Gate-type map:
Bar = 20 um.
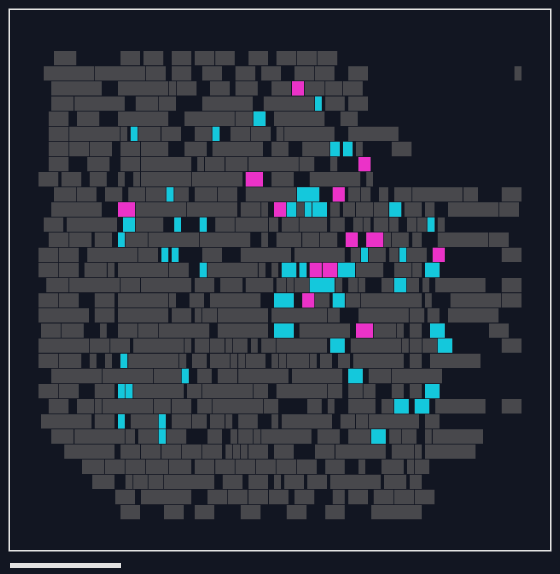
Cell density map:
The die is cut into 10 by 10 equal tiles; black is low, pale yellow is high, 0 to 100% covered.
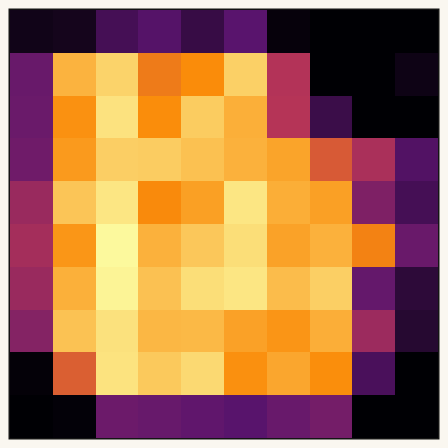
Placed standard cells:
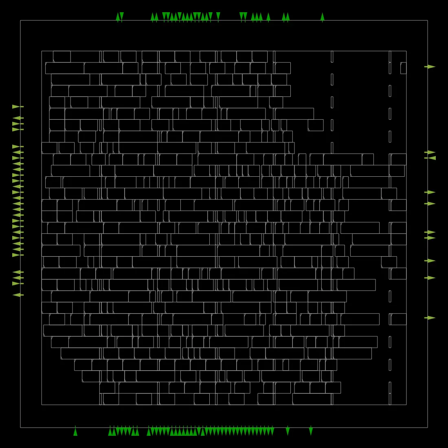
===== src/rtl/ll_data_table_delete.sv =====
// Delete engine for the linked-list hash table: walks a bucket chain in data RAM,
// unlinks the matching node, clears it and hands its address back to the free list.
module ll_data_table_delete #(
  parameter int RAM_LATENCY = 2,
  parameter int A_WIDTH     = 8,
  parameter int KEY_WIDTH   = 8,
  localparam int D_W        = KEY_WIDTH + A_WIDTH + 1,
  localparam int R_W        = KEY_WIDTH + 4
) (
  input  logic               clk_i,
  input  logic               rst_i,
  // task_i = {cmd.key, head_ptr, head_ptr_val}
  input  logic [D_W-1:0]     task_i,
  input  logic               task_valid_i,
  output logic               task_ready_o,
  // RAM word = {key, next_ptr, next_ptr_val}
  input  logic [D_W-1:0]     rd_data_i,
  output logic [A_WIDTH-1:0] rd_addr_o,
  output logic               rd_en_o,
  output logic [A_WIDTH-1:0] wr_addr_o,
  output logic [D_W-1:0]     wr_data_o,
  output logic               wr_en_o,
  output logic [A_WIDTH-1:0] empty_addr_o,
  output logic               empty_addr_add_o,
  output logic [A_WIDTH-1:0] head_wr_data_ptr_o,
  output logic               head_wr_data_ptr_val_o,
  output logic               head_wr_en_o,
  // result_o = {cmd.key, rescode[1:0], chain_state[1:0]}
  output logic [R_W-1:0]     result_o,
  output logic               result_valid_o,
  input  logic               result_ready_i,
  output logic [2:0]         o_dbg_state
);

  // Handshakes: a transfer happens on a rising clk_i edge where valid and ready are
  // both high; a producer holds valid and its payload stable until that edge.

  localparam logic [1:0] LL_DELETE_SUCCESS              = 2'd0;
  localparam logic [1:0] LL_DELETE_NOT_SUCCESS_NO_ENTRY = 2'd1;
  localparam logic [1:0] LL_NO_CHAIN  = 2'd0;
  localparam logic [1:0] LL_IN_HEAD   = 2'd1;
  localparam logic [1:0] LL_IN_MIDDLE = 2'd2;
  localparam logic [1:0] LL_IN_TAIL   = 2'd3;

  typedef enum logic [2:0] {
    IDLE_S        = 3'd0,
    READ_HEAD_S   = 3'd1,
    GO_ON_CHAIN_S = 3'd2,
    HEAD_MATCH_S  = 3'd3,
    LINK_MATCH_S  = 3'd4,
    CLEAR_S       = 3'd5,
    NOT_FOUND_S   = 3'd6
  } state_t;

  state_t                 r_state;
  logic [KEY_WIDTH-1:0]   r_key;
  logic [A_WIDTH-1:0]     r_rd_addr;
  logic [A_WIDTH-1:0]     r_prev_addr;
  logic [KEY_WIDTH-1:0]   r_prev_key;
  logic [A_WIDTH-1:0]     r_match_next_ptr;
  logic                   r_match_next_val;
  logic                   r_rd_en;
  logic [RAM_LATENCY-1:0] r_rd_pipe;
  logic                   r_wr_en;
  logic [A_WIDTH-1:0]     r_wr_addr;
  logic [D_W-1:0]         r_wr_data;
  logic                   r_empty_add;
  logic                   r_head_wr_en;
  logic                   r_result_valid;
  logic [1:0]             r_rescode;
  logic [1:0]             r_chain;

  logic [KEY_WIDTH-1:0] w_task_key;
  logic [A_WIDTH-1:0]   w_task_head_ptr;
  logic                 w_task_head_val;
  logic [KEY_WIDTH-1:0] w_rd_key;
  logic [A_WIDTH-1:0]   w_rd_next_ptr;
  logic                 w_rd_next_val;
  logic                 w_rd_valid;

  assign w_task_key      = task_i[D_W-1 -: KEY_WIDTH];
  assign w_task_head_ptr = task_i[A_WIDTH:1];
  assign w_task_head_val = task_i[0];
  assign w_rd_key        = rd_data_i[D_W-1 -: KEY_WIDTH];
  assign w_rd_next_ptr   = rd_data_i[A_WIDTH:1];
  assign w_rd_next_val   = rd_data_i[0];
  // Read data is trusted only in the cycle the strobe pipe says it lands.
  assign w_rd_valid      = r_rd_pipe[RAM_LATENCY-1];

  assign task_ready_o           = (r_state == IDLE_S);
  assign rd_addr_o              = r_rd_addr;
  assign rd_en_o                = r_rd_en;
  assign wr_addr_o              = r_wr_addr;
  assign wr_data_o              = r_wr_data;
  assign wr_en_o                = r_wr_en;
  assign empty_addr_o           = r_rd_addr;
  assign empty_addr_add_o       = r_empty_add;
  assign head_wr_data_ptr_o     = r_match_next_ptr;
  assign head_wr_data_ptr_val_o = r_match_next_val;
  assign head_wr_en_o           = r_head_wr_en;
  assign result_o               = {r_key, r_rescode, r_chain};
  assign result_valid_o         = r_result_valid;
  assign o_dbg_state            = r_state;

  always_ff @(posedge clk_i or posedge rst_i) begin
    if (rst_i) begin
      r_state          <= IDLE_S;
      r_key            <= '0;
      r_rd_addr        <= '0;
      r_prev_addr      <= '0;
      r_prev_key       <= '0;
      r_match_next_ptr <= '0;
      r_match_next_val <= 1'b0;
      r_rd_en          <= 1'b0;
      r_rd_pipe        <= '0;
      r_wr_en          <= 1'b0;
      r_wr_addr        <= '0;
      r_wr_data        <= '0;
      r_empty_add      <= 1'b0;
      r_head_wr_en     <= 1'b0;
      r_result_valid   <= 1'b0;
      r_rescode        <= '0;
      r_chain          <= '0;
    end else begin
      // Strobes are one-cycle pulses unless a transition below re-arms them.
      r_rd_en      <= 1'b0;
      r_wr_en      <= 1'b0;
      r_empty_add  <= 1'b0;
      r_head_wr_en <= 1'b0;
      r_rd_pipe[0] <= r_rd_en;
      for (int i = 1; i < RAM_LATENCY; i++) r_rd_pipe[i] <= r_rd_pipe[i-1];

      case (r_state)
        IDLE_S: begin
          if (task_valid_i) begin
            r_key <= w_task_key;
            if (!w_task_head_val) begin
              r_state        <= NOT_FOUND_S;
              r_result_valid <= 1'b1;
              r_rescode      <= LL_DELETE_NOT_SUCCESS_NO_ENTRY;
              r_chain        <= LL_NO_CHAIN;
            end else begin
              r_rd_addr <= w_task_head_ptr;
              r_rd_en   <= 1'b1;
              r_state   <= READ_HEAD_S;
            end
          end
        end

        READ_HEAD_S, GO_ON_CHAIN_S: begin
          if (w_rd_valid) begin
            if (w_rd_key == r_key) begin
              r_match_next_ptr <= w_rd_next_ptr;
              r_match_next_val <= w_rd_next_val;
              if (r_state == READ_HEAD_S) begin
                r_head_wr_en <= 1'b1;
                r_chain      <= LL_IN_HEAD;
                r_state      <= HEAD_MATCH_S;
              end else begin
                // Predecessor keeps its key but inherits the victim's link.
                r_wr_en   <= 1'b1;
                r_wr_addr <= r_prev_addr;
                r_wr_data <= {r_prev_key, w_rd_next_ptr, w_rd_next_val};
                r_chain   <= w_rd_next_val ? LL_IN_MIDDLE : LL_IN_TAIL;
                r_state   <= LINK_MATCH_S;
              end
            end else if (!w_rd_next_val) begin
              r_state        <= NOT_FOUND_S;
              r_result_valid <= 1'b1;
              r_rescode      <= LL_DELETE_NOT_SUCCESS_NO_ENTRY;
              r_chain        <= LL_NO_CHAIN;
            end else begin
              r_prev_addr <= r_rd_addr;
              r_prev_key  <= w_rd_key;
              r_rd_addr   <= w_rd_next_ptr;
              r_rd_en     <= 1'b1;
              r_state     <= GO_ON_CHAIN_S;
            end
          end
        end

        HEAD_MATCH_S, LINK_MATCH_S: begin
          r_wr_en        <= 1'b1;
          r_wr_addr      <= r_rd_addr;
          r_wr_data      <= '0;
          r_empty_add    <= 1'b1;
          r_result_valid <= 1'b1;
          r_rescode      <= LL_DELETE_SUCCESS;
          r_state        <= CLEAR_S;
        end

        CLEAR_S, NOT_FOUND_S: begin
          if (result_ready_i) begin
            r_result_valid <= 1'b0;
            r_state        <= IDLE_S;
          end
        end

        default: r_state <= IDLE_S;
      endcase
    end
  end

endmodule


===== config.mk =====
export PLATFORM = sky130hd
export DESIGN_NAME = ll_data_table_delete
export DESIGN_NICKNAME = d
export VERILOG_FILES = /design/src/rtl/ll_data_table_delete.sv
export SDC_FILE = /design/constraint.sdc
export NUM_CORES = 1
export LEC_CHECK = 0
export CORE_MARGIN = 5
export CORE_UTILIZATION = 52
export DETAILED_ROUTE_END_ITERATION = 10
export PLACE_DENSITY = 0.89
export SLEW_MARGIN = 15
export SYNTH_ARGS = -nofsm -noshare
export SYNTH_HDL_FRONTEND = slang
export SYNTH_SLANG_ARGS = --single-unit

===== constraint.sdc =====
create_clock -name clk_i -period 3.8 [get_ports clk_i]
set_input_delay 0.76 -clock clk_i [delete_from_list [all_inputs] [get_ports clk_i]]
set_output_delay 0.76 -clock clk_i [all_outputs]
set_load 0.01 [all_outputs]

==> git commit body <==
Update PnR metrics after Yosys + OpenROAD run

* Result of the run: completed
* Max-cap viol count: 0
- By instance count after routing, the leading logic cell types are sky130_fd_sc_hd__clkdlybuf4s50_1 (107), sky130_fd_sc_hd__dfrtp_1 (79), sky130_fd_sc_hd__mux2_2 (33).
- Category of the most critical setup path: flop to primary output
- Busiest grt layer: met2
* Post-detailed-placement cell area: 4950 um2
- Number of flops mapped to enable cells by yosys: 0
* Slowest CP cell: sky130_fd_sc_hd__dfrtp_1
- Entering global routing, the biggest net connects roughly 51 pins.
* Synthesized registers: between 70 and 80
- The worst setup path is captured at a primary output.
- For the final database, setup skew stands at between 0.009 and 0.01 ns.
- Once detail routing completed, the nets flagged for antenna violations numbered 0.
* Number of instances in the placed design: around 540
- Number of buffers added by the clock tree synthesis step: 9
- First-pass GRT wire length: roughly 17 mm
* Chip footprint: around 9400 um2
- The main area contributors are sky130_fd_sc_hd__dfrtp_1 (50%), sky130_fd_sc_hd__mux2_2 (9.4%), sky130_fd_sc_hd__a211oi_1 (4.6%).
- Synth area leader: sky130_fd_sc_hd__dfrtp_1
- Type of the worst min-delay path: flop to flop
* Sequential fraction of the synthesis area: 0.502
- Top area contributor share: 0.502
- The initial antenna violation count is 0.
* Sink count of the clock tree: 79
* HPWL Detailed: ~7.5 mm
* Met2 Use GR: 0.388
- Critical path buffer and inverter count: 2
- Peak fanout along the critical path: 20
- The tightest hold path in the finished design has a slack of 0.400 ns.
* Number of nets at floorplan: around 400
- In the global route stage, met3 resource usage came out at 0.0574.
* Setup TNS: 0 ns
- In the CTS report, the clock slew at the register clock pins of the worst setup and hold paths is listed as ~0.09 ns.
- Setup repair after global routing left no endpoint under its margin.
- Level count of the clock H-tree: 3
* Ys cells: 358
- The via count of the first global-routing pass is approximately 3,400.
- For the completed layout, the total cell area is recorded as 5150 um2.
- Endpoints failing hold in the final report were tallied at 0.
- Total routed wirelength: approximately 10 mm
* Synthesized instance count: between 300 and 400
- Number of buffers added to fix hold violations after cts: 0
* IO Port Bufs: ~110
- Fraction of registers with async set or reset after synthesis: 1.00
- Each instance of the synthesized netlist takes up on average ~11 um2.
* GRT Util Overall: 0.229
* Slew margin rel.: 0.418
- For this run, the leading register cell type out of synthesis is sky130_fd_sc_hd__dfrtp_1.
* P per Cell Area: roughly 710 nW/um2
* Met1 Use GR: 0.277
* Multiplexer share: 0.137
- Cell family contributing the most delay on the critical path: flip-flops
* Width of the die: 97.1 um
* GR Overflow Total: 0
- Delay of the slowest cell on the worst path: between 0.6 and 0.7 ns
- Buffers added to address setup during post-CTS repair amount to 0.
* Dominant non-sequential cell family after synthesis: multiplexers
- Row generation in the floorplan step produced 31 rows.
* Maximum achievable frequency: about 340 MHz
- Post-layout period usage of the worst path: 0.766
- Leak Pwr: roughly 0.0023 uW
- Data on the critical path arrives at its endpoint at about 2.2 ns.
- Minimum clock period after layout: about 2.9 ns
- Share of layout cells above drive strength 1: 0.143
Notes on 'gate-type map' above:
Key: magenta = AND and OR gates [cells 13, where middle]; cyan = NAND gates [cells 46, most used nand2_1]
post-route non-filler standard cell count: 555
multi-input logic portion of the cell area: 0.312
most frequent standard cell in the layout excluding fill and tap cells: sky130_fd_sc_hd__clkdlybuf4s50_1

Notes on 'cell density map' above:
The densest ninth of the die: middle. The fullest tile reaches 99%. The mean over all tiles is 53%. The emptiest ninth of the die: top right. 47% of the tiles are over 75% full.
final core utilization: 0.703
pre-placement core utilization: 0.538
core region area: 7330 um2

Notes on 'placed standard cells' above:
sequential cell count of the final layout: 79
# fillers: 508

[stage by stage]
step,worst slack (ns),power [uW]
floorplan,1.02,2380
global placement,0.920,2920
detailed placement,0.878,2990
CTS,0.908,3650
global route,0.772,3880
finish,0.889,3650
[kinds of logic after synthesis]
group / after synthesis
xor gates and xnor gates: 10
and+or+nand+nor: 90
buffers and inverters: 63
muxes: 50
other: 1
DFF: 79
AOI/OAI and AO/OA: 65
[worst paths after layout]
kind	start	to	slack [ns]	cells after the start
max	o_dbg_state[1]$_DFFE_PP0P_	task_ready_o	0.89	3
min	r_rd_pipe[0]$_DFF_PP0_	r_rd_pipe[1]$_DFF_PP0_	0.40	0
max reg2reg	o_dbg_state[1]$_DFFE_PP0P_	r_prev_addr[5]$_DFFE_PP0P_	1.45	4
min reg2reg	r_rd_pipe[0]$_DFF_PP0_	r_rd_pipe[1]$_DFF_PP0_	0.40	0
min in group asynchronous	rst_i	wr_data_o[16]$_DFFE_PP0P_	0.79	3
max in group asynchronous	rst_i	o_dbg_state[1]$_DFFE_PP0P_	2.47	3
[sequential cells by signal, summed over array words and instances (netlist names), 2 cells and up]
| name | cells |
|---|---|
| r_rd_pipe | 2 |
| r_prev_addr | 8 |
| wr_addr_o | 8 |
| o_dbg_state | 3 |
| head_wr_data_ptr_o | 8 |
| r_key | 8 |
| r_prev_key | 8 |
| wr_data_o | 17 |
| r_chain | 2 |
| empty_addr_o | 8 |
[layout make-up]
type | instances | area, um2 | area share
sequential | 79 | 1980 | 0.384
multi-input combinational | 216 | 1610 | 0.312
timing repair buffer | 113 | 1120 | 0.217
clock buffer | 9 | 124 | 0.0241
tap | 99 | 124 | 0.0241
inverter | 32 | 121 | 0.0236
clock inverter | 7 | 78.8 | 0.0153
[layer usage]
layer / up-vias / routed length, um
met5: - / 0
met4: 0 / 285
met3: 25 / 588
met2: 117 / 5390
met1: 1572 / 4210
li1: 1437 / -
[cell usage after synthesis (5+ instances only)]
| cell type | n |
|---|---|
| sky130_fd_sc_hd__a211oi_1 | 24 |
| sky130_fd_sc_hd__xnor2_1 | 9 |
| sky130_fd_sc_hd__buf_4 | 11 |
| sky130_fd_sc_hd__buf_2 | 8 |
| sky130_fd_sc_hd__a21oi_1 | 8 |
| sky130_fd_sc_hd__dfrtp_1 | 79 |
| sky130_fd_sc_hd__nand2_1 | 22 |
| sky130_fd_sc_hd__o21ai_0 | 5 |
| sky130_fd_sc_hd__buf_6 | 9 |
| sky130_fd_sc_hd__nand3b_1 | 11 |
| sky130_fd_sc_hd__mux2i_1 | 17 |
| sky130_fd_sc_hd__o22ai_1 | 8 |
| sky130_fd_sc_hd__nor2_1 | 23 |
| sky130_fd_sc_hd__mux2_2 | 33 |
| sky130_fd_sc_hd__a31oi_1 | 8 |
| sky130_fd_sc_hd__inv_1 | 31 |
[power by group]
part           internal, uW  switching, uW
Clock                   310            345
Combinational           838            772
Sequential             1110            273
Total                  2260           1390
No activity file was given, so power comes from the tool's default toggle rates.
